===== config.mk =====
export PLATFORM = sky130hd
export DESIGN_NAME = cache_ctrl_wb
export DESIGN_NICKNAME = d
export VERILOG_FILES = /design/src/rtl/cache_ctrl_wb.sv
export SDC_FILE = /design/constraint.sdc
export NUM_CORES = 1
export LEC_CHECK = 0
export CAP_MARGIN = 5
export CORE_AREA = 4 4 124 126
export CTS_CLUSTER_DIAMETER = 40
export CTS_CLUSTER_SIZE = 28
export DETAILED_ROUTE_END_ITERATION = 6
export DIE_AREA = 0 0 128 130
export DONT_BUFFER_PORTS = 1
export PLACE_DENSITY = 0.54
export SYNTH_ARGS = -nofsm -noshare
export SYNTH_HDL_FRONTEND = slang
export SYNTH_SLANG_ARGS = --single-unit

===== constraint.sdc =====
create_clock -name clk -period 2.4 [get_ports clk]
set_input_delay 0.36 -clock clk [delete_from_list [all_inputs] [get_ports clk]]
set_output_delay 0.36 -clock clk [all_outputs]
set_load 0.02 [all_outputs]

===== src/rtl/cache_ctrl_wb.sv =====
`default_nettype none
// ---------------------------------------------------------------------------
// cache_ctrl_wb : direct-mapped write-back cache controller (compare/evict/fill)
// Optional macro CACHE_CTRL_STATS_EN adds saturating hit_cnt/miss_cnt outputs.
// Revision: 1.0
// ---------------------------------------------------------------------------
module cache_ctrl_wb #(
  parameter  int ADDR_W = 16,
  parameter  int TAG_W  = 8,
  parameter  int WORDS  = 4,
  localparam int OFF_W  = $clog2(WORDS),
  localparam int IDX_W  = ADDR_W - TAG_W - OFF_W,
  localparam int LINE_W = 16 * WORDS,
  localparam int MA_W   = ADDR_W - OFF_W
) (
  input  logic              clk,
  input  logic              rst_n,
  input  logic              re,
  input  logic              we,
  input  logic [ADDR_W-1:0] addr,
  input  logic [15:0]       wrt_data,
  output logic              rdy,
  output logic [OFF_W-1:0]  sel,
  input  logic              c_hit,
  input  logic              c_dirty,
  input  logic [TAG_W-1:0]  c_tag,
  input  logic [LINE_W-1:0] c_rd_line,
  output logic              c_we,
  output logic [LINE_W-1:0] c_wr_line,
  output logic              c_dirty_out,
  output logic              m_re,
  output logic              m_we,
  output logic [MA_W-1:0]   m_addr,
  output logic [LINE_W-1:0] m_wr_data,
  input  logic [LINE_W-1:0] m_rd_data,
`ifdef CACHE_CTRL_STATS_EN
  output logic [15:0]       hit_cnt,
  output logic [15:0]       miss_cnt,
`endif
  input  logic              m_rdy
);

  typedef enum logic [1:0] {
    COMPARE    = 2'd0,
    WRITE_BACK = 2'd1,
    ALLOCATE   = 2'd2
  } state_t;

  state_t            state;
  logic [MA_W-1:0]   vic_addr;
  logic [LINE_W-1:0] vic_line;

  logic              req;
  logic [OFF_W-1:0]  off;
  logic [IDX_W-1:0]  idx;
  logic [MA_W-1:0]   line_addr;

  assign req       = re | we;
  assign off       = addr[OFF_W-1:0];
  assign idx       = addr[OFF_W +: IDX_W];
  assign line_addr = addr[ADDR_W-1:OFF_W];

  function automatic logic [LINE_W-1:0] merge_word(
    input logic [LINE_W-1:0] line,
    input logic [OFF_W-1:0]  word,
    input logic [15:0]       data
  );
    logic [LINE_W-1:0] res;
    res = line;
    res[{word, 4'b0000} +: 16] = data;
    return res;
  endfunction

  // Victim address/data are captured on the compare cycle so the write-back
  // stays stable even though the cache array output follows addr.
  always_ff @(posedge clk) begin
    if (!rst_n) begin
      state    <= COMPARE;
      vic_addr <= '0;
      vic_line <= '0;
    end else begin
      case (state)
        COMPARE: begin
          if (req && !c_hit) begin
            if (c_dirty) begin
              vic_addr <= {c_tag, idx};
              vic_line <= c_rd_line;
              state    <= WRITE_BACK;
            end else begin
              state <= ALLOCATE;
            end
          end
        end
        WRITE_BACK: if (m_rdy) state <= ALLOCATE;
        ALLOCATE:   if (m_rdy) state <= COMPARE;
        default:    state <= COMPARE;
      endcase
    end
  end

  always_comb begin
    rdy         = 1'b0;
    sel         = '0;
    c_we        = 1'b0;
    c_wr_line   = '0;
    c_dirty_out = 1'b0;
    m_re        = 1'b0;
    m_we        = 1'b0;
    m_addr      = '0;
    m_wr_data   = '0;
    case (state)
      COMPARE: begin
        if (req) begin
          if (c_hit) begin
            rdy = 1'b1;
            if (we) begin
              c_we        = 1'b1;
              c_wr_line   = merge_word(c_rd_line, off, wrt_data);
              c_dirty_out = 1'b1;
            end else begin
              sel = off;
            end
          end else if (c_dirty) begin
            m_we      = 1'b1;
            m_addr    = {c_tag, idx};
            m_wr_data = c_rd_line;
          end else begin
            m_re   = 1'b1;
            m_addr = line_addr;
          end
        end
      end
      WRITE_BACK: begin
        m_we      = 1'b1;
        m_addr    = vic_addr;
        m_wr_data = vic_line;
      end
      ALLOCATE: begin
        m_re   = 1'b1;
        m_addr = line_addr;
        if (m_rdy) begin
          c_we        = 1'b1;
          c_wr_line   = we ? merge_word(m_rd_data, off, wrt_data) : m_rd_data;
          c_dirty_out = we;
        end
      end
      default: ;
    endcase
  end

`ifdef CACHE_CTRL_STATS_EN
  logic after_fill;

  // The rdy that completes a miss is the replayed hit, so it is not a hit.
  always_ff @(posedge clk) begin
    if (!rst_n) begin
      hit_cnt    <= '0;
      miss_cnt   <= '0;
      after_fill <= 1'b0;
    end else begin
      after_fill <= (state == ALLOCATE) && m_rdy;
      if (rdy && !after_fill && (hit_cnt != 16'hFFFF))
        hit_cnt <= hit_cnt + 16'd1;
      if ((state == COMPARE) && req && !c_hit && (miss_cnt != 16'hFFFF))
        miss_cnt <= miss_cnt + 16'd1;
    end
  end
`endif

endmodule
`default_nettype wire


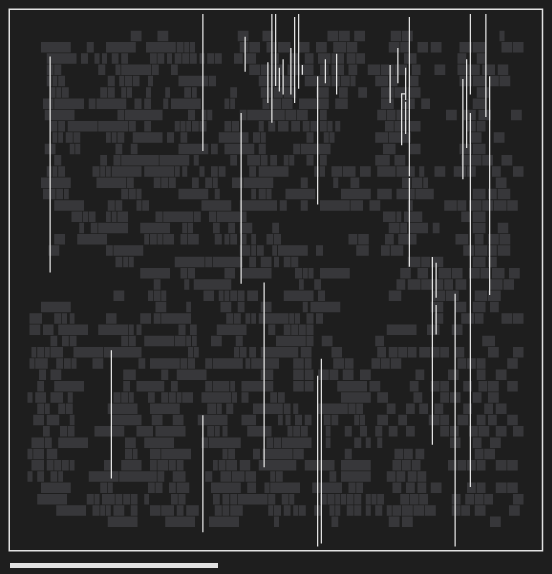
**Above:** run 1 (met4 routing).
The bar under the picture is 50 um long. Cells faint in the background.
nets with wire on the layer = 31
main direction = vertical
count of vias placed by the detailed router: 7505
Routed WL: 28700 um

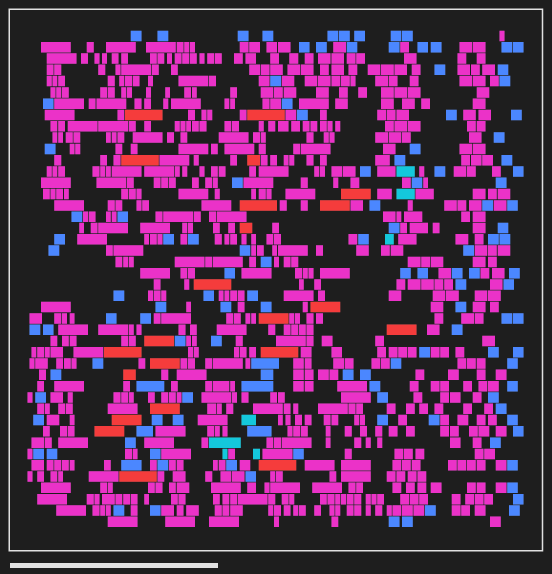
**Above:** run 1 (cells by drive strength).
The bar under the picture is 50 um long.
x6 and larger -> red  # cells 22, share 2.5%
x3 and x4 -> blue  # cells 126, share 14%
x2 -> cyan  # cells 7, share 0.78%
x1 and smaller -> magenta  # cells 742, share 83%
post-route design area: 0.00711 sq mm
Worst Setup Slack, final: 0.128 ns
area overhead of the layout relative to synthesis: 17.7%
count of non-CTS buffers in the layout: 127

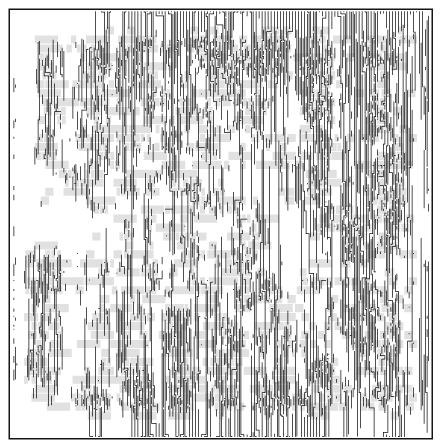
**Above:** run 1 (metal 2).
Cells faint in the background.
wire length on this layer = 13000 um
share of all routed wire = 45%
main direction = vertical
met2 GRT Util: 0.488

==> impl_metrics.env, run 1 <==
# yosys + openroad results
export IMPL_clk_transition_reported_paths_ns=0.06
export IMPL_synth_seq_cells=80
export IMPL_post_synth_instance_area_sq_mm=0.00604
export IMPL_drc=0
export IMPL_number_of_instances_in_the_synthesized_netlist=870
export IMPL_fin_setup_tns_ns=0
export IMPL_grt_pass1_vias=6575
export IMPL_wire_length_of_the_first_global_routing_pass_um=41000
export IMPL_timing_critical_path_buf_inv=4
export IMPL_dr_pass1_iters=7
export IMPL_count_of_final_setup_violators=0
export IMPL_std_cell_rows=44
export IMPL_die_area_sq_mm=0.0166
export IMPL_gp_routability_congestion=0.938
export IMPL_dieHeight_um=130
export IMPL_muxShareOfSynthArea=0
export IMPL_clock_sink_count=80
export IMPL_outcome="finished clean"
export IMPL_comb_power_frac=0.304
export IMPL_timing_final_hold_violations=0
export IMPL_syn_mean_instance_area_sq_um=6.95
export IMPL_diodes=0
export IMPL_vdd_ir_drop_max_uv=335
export IMPL_global_route_overflow_total=0
export IMPL_port_buffer_count=0
export IMPL_max_cap_viol_count=0
export IMPL_worstSetupStartpointType="input port"
export IMPL_criticalPathCategory="in -> out"
export IMPL_worst_setup_path_end_kind="output pin"
export IMPL_worstHoldPathCells=2
export IMPL_ys_types=39
export IMPL_synth_yosys_num_cells=870
export IMPL_r2r_worst_path_cells=4
export IMPL_critPathTopFamily="buffers and inverters"
export IMPL_timing_rr_start="state[0]"
export IMPL_clk_latency_ns=0.34
export IMPL_complex_gate_fraction_of_the_synthesized_area=0.418
export IMPL_layout_cells_most_common_list="nand2_1 (139), buf_4 (117), a21oi_1 (83), nand3_1 (79), dfxtp_1 (79)"
export IMPL_hold_path_startpoint="addr[2]"
export IMPL_grt_use_total=0.317
export IMPL_power_frac_seq=0.362
export IMPL_openroad_warnings=30
export IMPL_power_group_top="registers"
export IMPL_ys_sh_adder=0.0103
export IMPL_final_period_utilization=0.947
-- run 1: cells in the mapped netlist, drive strengths merged --
library cell  number  area (sq um)
nor2               3          11.3
or3b               1          11.3
ha                 5          62.6
nand3             80           400
a22o               6          52.6
nand2            139           522
nand3b             1          7.51
and4bb             2          25.0
and2               2          12.5
and3               1          6.26
nor3               2          10.0
o211ai             1          12.5
buf               41           269
o21bai             1          11.3
nor2b             27           169
and3b              1          8.76
o21ba              1          10.0
and2b              1          7.51
and4b              2          20.0
o21ai             80           400
dfxtp             80          1600
nor3b              1          18.8
a31oi             33           206
a32oi             77           674
inv               15          56.3
o22ai             64           400
a21oi             83           415
clkbuf            75           292
o311ai             8          70.1
o21a               1          7.51
nand2b             1          6.26
a21boi            16           120
o2111a             1          11.3
a22oi             18           135
-- run 1: stage by stage --
stage,utilization,power [mW],worst slack [ns],std cells
6_report,0.497,3.94,0.128,1081
3_5_place_dp,0.477,2.64,0.211,1065
3_3_place_gp,0.477,2.61,0.274,1065
5_1_grt,0.497,4.10,0.0108,1081
2_1_floorplan,-,2.29,0.166,870
4_1_cts,0.497,3.95,0.138,1081
-- run 1: layout make-up --
cell class	instances	area [sq um]	area share
Clock buffer	9	225	0.0317
Clock inverter	7	55.1	0.00774
Inverter	15	56.3	0.00792
Multi-Input combinational cell	659	3860	0.543
Sequential cell	80	1600	0.225
Tap cell	184	230	0.0324
Timing Repair Buffer	127	1080	0.152
-- run 1: state kept, by name, summed over array words and instances (netlist names) --
signal	flops
vic_line	64
vic_addr	14
state	2
-- run 1: per-layer routing --
metal | vias up | track usage | part of all wire
li1 | 3333 | - | -
met1 | 3557 | 0.423 | 0.39
met2 | 532 | 0.488 | 0.45
met3 | 83 | 0.0946 | 0.12
met4 | 0 | 0.110 | 0.033
met5 | - | 0 | 0
==> run 2, diff against run 1 <==
Settings changed: CORE_AREA 4 4 124 126 to 4 4 125 127, DIE_AREA 0 0 128 130 to 0 0 129 131, PLACE_DENSITY 0.54 to 0.53.
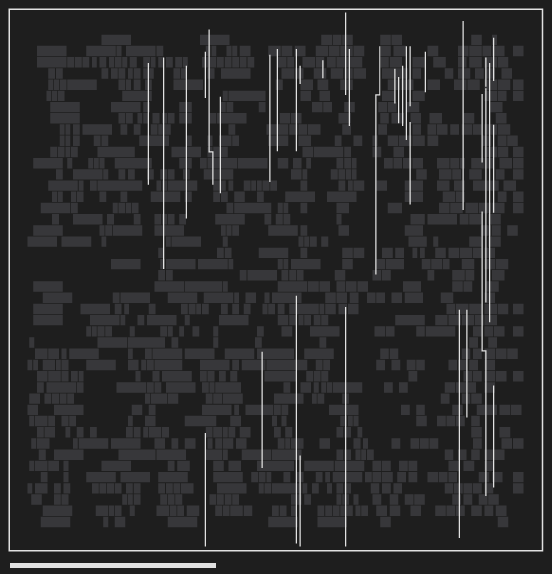
**Above:** run 2 (met4 routing).
The bar under the picture is 50 um long. Cells faint in the background.
nets with wire on the layer = 32
share of all routed wire = 3.7%
longest straight run = 62.6 um
wire length on this layer = 1050 um
Routed WL: 28700 um
count of vias placed by the detailed router: 7484

==> impl_metrics.env, run 2 <==
# yosys + openroad results
export IMPL_count_of_final_setup_violators=0
export IMPL_number_of_nets_at_floorplan=1050
export IMPL_power_switching_fraction=0.343
export IMPL_synth_dominant_cell_count="nand2_1"
export IMPL_layout_drive_gt1_share=0.176
export IMPL_pwr_dens_mw_per_mm2=547
export IMPL_dp_hpwl_um=21300
export IMPL_synthFlopType="dfxtp_1"
export IMPL_syn_mean_instance_area_sq_um=6.95
export IMPL_hold_path_startpoint="addr[7]"
export IMPL_postSynth_asyncResetShare=0
export IMPL_global_route_overflow_total=0
export IMPL_worst_hold_slack_ns=0.170
export IMPL_post_synth_instance_area_sq_mm=0.00604
export IMPL_route_detailed_wl_per_inst_um=26.4
export IMPL_synth_top_cell_area_share=0.265
export IMPL_drtIter0Drc=924
export IMPL_synth_sequential_area_ratio=0.265
export IMPL_drc=0
export IMPL_cell_taking_the_most_area_after_synthesis="dfxtp_1"
export IMPL_max_cap_viol_count=0
export IMPL_number_of_instances_in_the_synthesized_netlist=870
export IMPL_place_detailed_instances=1066
export IMPL_critPathTopFamily="buffers and inverters"
export IMPL_ys_types=39
export IMPL_largest_register="vic_line"
export IMPL_rr_endpoint="vic_line[49]"
export IMPL_port_buffer_count=0
export IMPL_synth_yosys_num_cells=870
export IMPL_fin_total_pwr_mw=4.00
export IMPL_timing_critical_path_buf_inv=3
export IMPL_timing_rr_start="state[0]"
export IMPL_final_core_utilization=0.508
export IMPL_maximum_fanout_along_the_worst_path=30
export IMPL_openroad_warnings=30
export IMPL_h_tree_depth=3
export IMPL_dieHeight_um=131
export IMPL_criticalPathCategory="reg -> out"
export IMPL_clock_sink_count=80
export IMPL_timing_final_hold_violations=0
export IMPL_fin_setup_tns_ns=0
export IMPL_clk_transition_reported_paths_ns=0.06
export IMPL_biggestRegsByFlops="vic_line x64, vic_addr x14, state x2"
export IMPL_power_frac_seq=0.356
export IMPL_r2r_worst_path_cells=3
export IMPL_largest_reg_flops=64
export IMPL_final_period_utilization=0.957
export IMPL_vdd_ir_drop_max_uv=437
export IMPL_synth_cells_most_frequent="nand2_1 (139), a21oi_1 (83), dfxtp_1 (80), nand3_1 (80), a32oi_1 (77)"
export IMPL_wire_length_of_the_first_global_routing_pass_um=40700
export IMPL_cpPeakStageDelay_ns=0.41
export IMPL_grt_use_total=0.311
export IMPL_outcome="finished clean"
export IMPL_die_area_sq_mm=0.0169
export IMPL_muxShareOfSynthArea=0
export IMPL_ys_sh_adder=0.0103
export IMPL_grt_pass1_vias=6638
export IMPL_tightest_slew_ns=0.854
export IMPL_worstSetupStartpointType="flop"
export IMPL_synth_seq_cells=80
export IMPL_layout_cells_most_common_list="nand2_1 (139), buf_4 (107), a21oi_1 (82), nand3_1 (79), dfxtp_1 (79)"
export IMPL_final_min_period_ns=2.30
export IMPL_tritoncts="done"
export IMPL_clk_latency_ns=0.34
export IMPL_die_w_um=129
export IMPL_worst_setup_path_end_kind="output pin"
export IMPL_dpl_worst_slack_ns=0.137
export IMPL_cp_cell_sequence="inv_1 -> nand3_4 -> buf_12 -> o22ai_1 -> buf_4"
export IMPL_complex_gate_fraction_of_the_synthesized_area=0.418
export IMPL_yosys_top_cells_area="dfxtp_1 (26%), a32oi_1 (11%), nand2_1 (8.6%)"
export IMPL_timing_clock_skew_ns=0.00247
export IMPL_gp_routability_congestion=0.952
export IMPL_timing_hold_worst_class="in -> reg"
export IMPL_worstHoldPathCells=2
export IMPL_lay_top_count="nand2_1"
export IMPL_cp_required_ns=2.04
export IMPL_comb_power_frac=0.306
export IMPL_instances_no_fill=1084
export IMPL_count_of_library_flops_with_an_enable_pin=0
export IMPL_dr_pass1_iters=6
export IMPL_std_cell_rows=44
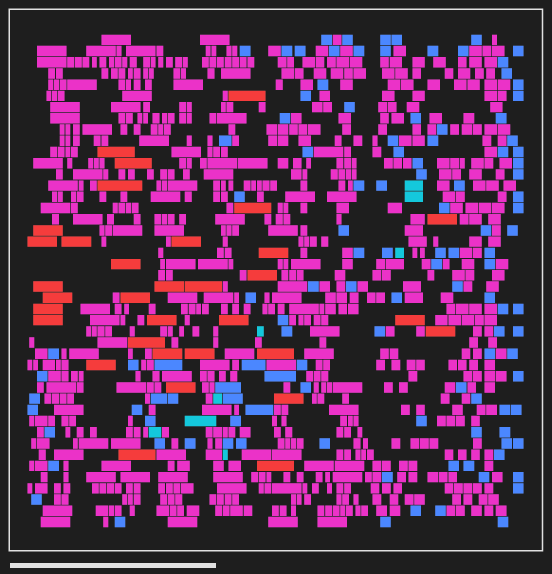
**Above:** run 2 (cells by drive strength).
The bar under the picture is 50 um long.
x2 -> cyan  # cells 8, share 0.89%
x3 and x4 -> blue  # cells 117, share 13%
x1 and smaller -> magenta  # cells 741, share 82%
x6 and larger -> red  # cells 33, share 3.7%
post-route design area: 0.00732 sq mm
count of non-CTS buffers in the layout: 130
Worst Setup Slack, final: 0.103 ns
area overhead of the layout relative to synthesis: 21.1%

-- run 2: cell type report --
cell class	count	area (sq um)	area share
clock buffers	10	229	0.0313
repair buffers	130	1260	0.173
flip-flops and latches	80	1600	0.219
well taps	184	230	0.0314
inverters	15	56.3	0.00769
diodes	1	2.50	0.000342
multi-input cells	659	3880	0.530
clock inverters	5	58.8	0.00803
-- run 2: power by group through the flow --
| stage | combinational, mW | clock, mW | sequential, mW |
|---|---|---|---|
| 2_1_floorplan | 0.852 | 0 | 1.44 |
| 3_5_place_dp | 1.21 | 0 | 1.45 |
| 4_1_cts | 1.21 | 1.38 | 1.42 |
| 5_1_grt | 1.31 | 1.44 | 1.43 |
| 3_3_place_gp | 1.19 | 0 | 1.45 |
| 6_report | 1.23 | 1.35 | 1.43 |
-- run 2: worst max-delay path by stage --
stage          startpoint       endpoint  slack, ns  depth (start not counted)
5_1_grt           addr[0]  c_wr_line[50]       0.03                          7
3_3_place_gp      addr[0]  c_wr_line[20]       0.19                          7
6_report         state[0]  c_wr_line[45]       0.10                          5
2_1_floorplan     addr[0]  c_wr_line[41]       0.17                          8
4_1_cts          state[0]  c_wr_line[16]       0.05                          5
3_5_place_dp      addr[0]  c_wr_line[20]       0.14                          7
-- run 2: kinds of logic (layout without fill, tap and decap cells) --
logic type      after synthesis  count (layout)
compound gates              390             390
fa+ha+maj                     5               5
buf+inv                     131             160
flops                        80              80
other cells                   0               1
simple gates                264             264
-- run 2: metal layers --
metal,GRT usage,vias up,part of all wire
met3,0.0813,79,0.11
met5,0,-,0
met2,0.473,500,0.45
met1,0.421,3568,0.40
li1,-,3337,-
met4,0.120,0,0.037
-- run 2: repair_timing --
item                       CTS  global route
setup endpoints to repair   54            26
buffers inserted             0             2
gates resized                2             2
==> run 3, diff against run 2 <==
Settings changed: PLACE_DENSITY 0.53 to 0.55.
Clock period 2.4 ns to 1.9 ns, I/O delays scaled along.
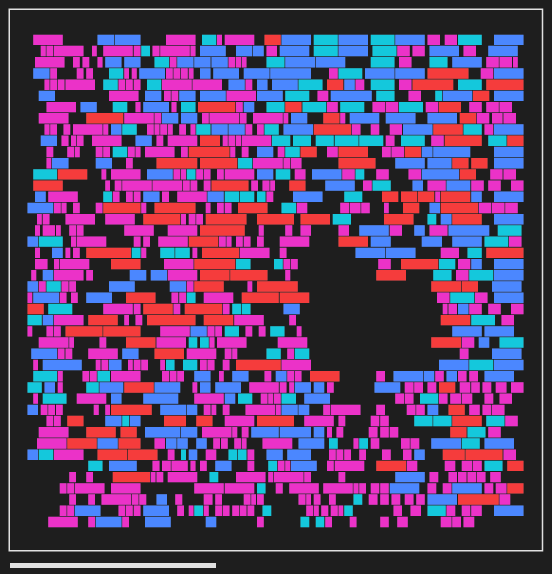
**Above:** run 3 (cells by drive strength).
The bar under the picture is 50 um long.
x3 and x4 -> blue  # cells 180, share 20%
x1 and smaller -> magenta  # cells 505, share 56%
x2 -> cyan  # cells 116, share 13%
x6 and larger -> red  # cells 102, share 11%
count of non-CTS buffers in the layout: 131
Worst Setup Slack, final: -0.121 ns
post-route design area: 0.0101 sq mm
area overhead of the layout relative to synthesis: 67.6%

==> impl_metrics.env, run 3 <==
# yosys + openroad results
export IMPL_outcome="finished, violations left"
export IMPL_violations="negative setup slack"
export IMPL_cpPeakStageDelay_ns=0.34
export IMPL_fin_setup_tns_ns=-5.38
export IMPL_port_buffer_count=0
export IMPL_final_period_utilization=1.06
export IMPL_diodes=0
export IMPL_timing_max_transition_violations_final=0
export IMPL_dieHeight_um=131
export IMPL_fp_util=0.419
export IMPL_h_tree_depth=3
export IMPL_clk_latency_ns=0.35
export IMPL_layout_drive_gt1_share=0.441
export IMPL_drtIter0Drc=1027
export IMPL_pwr_dens_mw_per_mm2=619
export IMPL_number_of_antenna_violations_at_the_first_check_in_global_routing=0
export IMPL_global_route_overflow_total=0
export IMPL_count_of_library_flops_with_an_enable_pin=0
export IMPL_detail_route_antenna_nets=0
export IMPL_worstSetupStartpointType="input port"
export IMPL_tightest_slew_ns=0.538
export IMPL_synth_sequential_area_ratio=0.265
export IMPL_dpl_worst_slack_ns=-0.0333
export IMPL_synth_chip_area_sq_mm=0.00604
export IMPL_grt_use_total=0.341
export IMPL_cp_required_ns=1.62
export IMPL_cts_buffers_inserted=9
export IMPL_place_detailed_instances=1016
export IMPL_ys_types=39
export IMPL_largest_reg_flops=64
export IMPL_critical_path_slowest_cell="ha_4"
export IMPL_count_of_final_setup_violators=117
export IMPL_yosys_top_cells_area="dfxtp_1 (26%), a32oi_1 (11%), nand2_1 (8.6%)"
export IMPL_syn_mean_instance_area_sq_um=6.95
export IMPL_synth_yosys_warnings=0
export IMPL_clock_root_buffer="clkbuf_16"
export IMPL_grt_pass1_vias=7100
export IMPL_clock_sink_count=80
export IMPL_dp_hpwl_um=21200
export IMPL_timing_hold_worst_class="in -> reg"
export IMPL_criticalPathCategory="in -> out"
export IMPL_openroad_warnings=33
export IMPL_synthFlopType="dfxtp_1"
export IMPL_synth_dominant_cell_count="nand2_1"
export IMPL_die_area_sq_mm=0.0169
export IMPL_final_net_count=1078
export IMPL_synth_top_cell_area_share=0.265
export IMPL_postSynth_asyncResetShare=0
export IMPL_clock_path_buffers=2
export IMPL_gp_routability_congestion=0.967
export IMPL_cp_cell_sequence="clkinvlp_4 -> ha_4 -> and4b_2 -> buf_12 -> a32oi_1 -> o22ai_2 -> buf_6"
export IMPL_worst_hold_slack_ns=0.0821
export IMPL_synth_cells_most_frequent="nand2_1 (139), a21oi_1 (83), dfxtp_1 (80), nand3_1 (80), a32oi_1 (77)"
export IMPL_lay_top_count="a21oi_1"
export IMPL_std_cell_rows=44
export IMPL_p_leak_nw=3.34
export IMPL_timing_slew_headroom=0.641
export IMPL_post_route_worst_setup_slack_ns=-0.121
export IMPL_tritoncts="done"
export IMPL_wire_length_of_the_first_global_routing_pass_um=44200
export IMPL_instances_no_fill=1087
export IMPL_final_core_utilization=0.702
export IMPL_fin_total_pwr_mw=6.27
export IMPL_dr_pass1_iters=7
export IMPL_cell_taking_the_most_area_after_synthesis="dfxtp_1"
export IMPL_largest_register="vic_line"
export IMPL_grt_start_max_net_pins=79
export IMPL_drc=0
export IMPL_layout_cells_most_common_list="a21oi_1 (80), dfxtp_1 (78), nand2_1 (76), o21ai_0 (76), o22ai_4 (52)"
export IMPL_synth_yosys_num_cells=870
export IMPL_number_of_instances_in_the_synthesized_netlist=870
export IMPL_route_detailed_wl_per_inst_um=31.6
export IMPL_io_pins=324
export IMPL_timing_final_hold_violations=0
export IMPL_max_clock_freq_mhz=495
export IMPL_max_cap_viol_count=0
export IMPL_maximum_fanout_along_the_worst_path=16
export IMPL_synth_seq_cells=80
export IMPL_clk_transition_reported_paths_ns=0.06
export IMPL_final_min_period_ns=2.02
export IMPL_vdd_ir_drop_max_uv=624
export IMPL_die_w_um=129
export IMPL_biggestRegsByFlops="vic_line x64, vic_addr x14, state x2"
export IMPL_worst_setup_path_end_kind="output pin"
export IMPL_timing_clock_skew_ns=0.00648
export IMPL_rsz_0062_raised_after_global_routing="yes"
export IMPL_arrival_time_at_the_worst_endpoint_ns=1.74
export IMPL_number_of_nets_at_floorplan=1050
export IMPL_post_synth_instance_area_sq_mm=0.00604
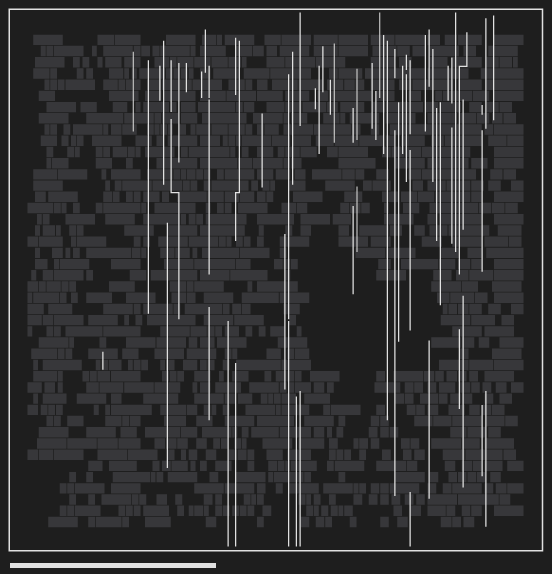
**Above:** run 3 (met4 routing).
The bar under the picture is 50 um long. Cells faint in the background.
Routed WL: 34300 um
count of vias placed by the detailed router: 8086

[run 3: worst paths after layout]
| kind | start | end | slack [ns] | cells past startpoint |
|---|---|---|---|---|
| max | addr[0] | c_wr_line[28] | -0.12 | 7 |
| max reg2reg | state[0] | vic_line[35] | 0.17 | 4 |
| min reg2reg | vic_line[57] | vic_line[57] | 0.48 | 2 |
| min | c_tag[3] | vic_addr[9] | 0.08 | 2 |
[run 3: area by class of cell]
type	count	area [sq um]
clock buffers	11	243
clock inverters	5	104
fillers	1048	4290
inverters	15	62.6
multi-input cells	661	5890
flip-flops and latches	80	1610
well taps	184	230
repair buffers	131	2000
[run 3: worst max-delay path: cells and delay by family]
kind,cells,cell delay [ns]
and+or+nand+nor,1,0.29
buffers and inverters,3,0.44
AOI/OAI and AO/OA,2,0.37
adders and majority gates,1,0.34
[run 3: logic make-up (layout without fill, tap and decap cells)]
group / after synthesis / count (layout) / share of synthesized area
AOI/OAI and AO/OA: 390 / 390 / 0.418
adders and majority gates: 5 / 5 / 0.0103
buffers and inverters: 131 / 162 / 0.102
DFF: 80 / 80 / 0.265
and+or+nand+nor: 264 / 266 / 0.205
[run 3: metal layers]
metal,vias to the layer above,part of all wire,global-route usage
met5,-,0,0
met4,0,0.058,0.151
met3,157,0.11,0.108
met2,626,0.46,0.529
met1,3930,0.37,0.434
li1,3373,-,-
[run 3: power by group]
group	internal, mW	switching, mW
Clock	1.32	0.700
Combinational	1.00	1.45
Sequential	1.76	0.0456
Total	4.08	2.19
[run 3: timing repair]
action                     in CTS  in global routing
hold buffers                    0                  0
gates resized                 160                208
gates cloned                   12                 19
setup endpoints to repair     147                169
pin swaps                      32                104
buffers inserted                5                 19
No activity file was given, so power comes from the tool's default toggle rates.
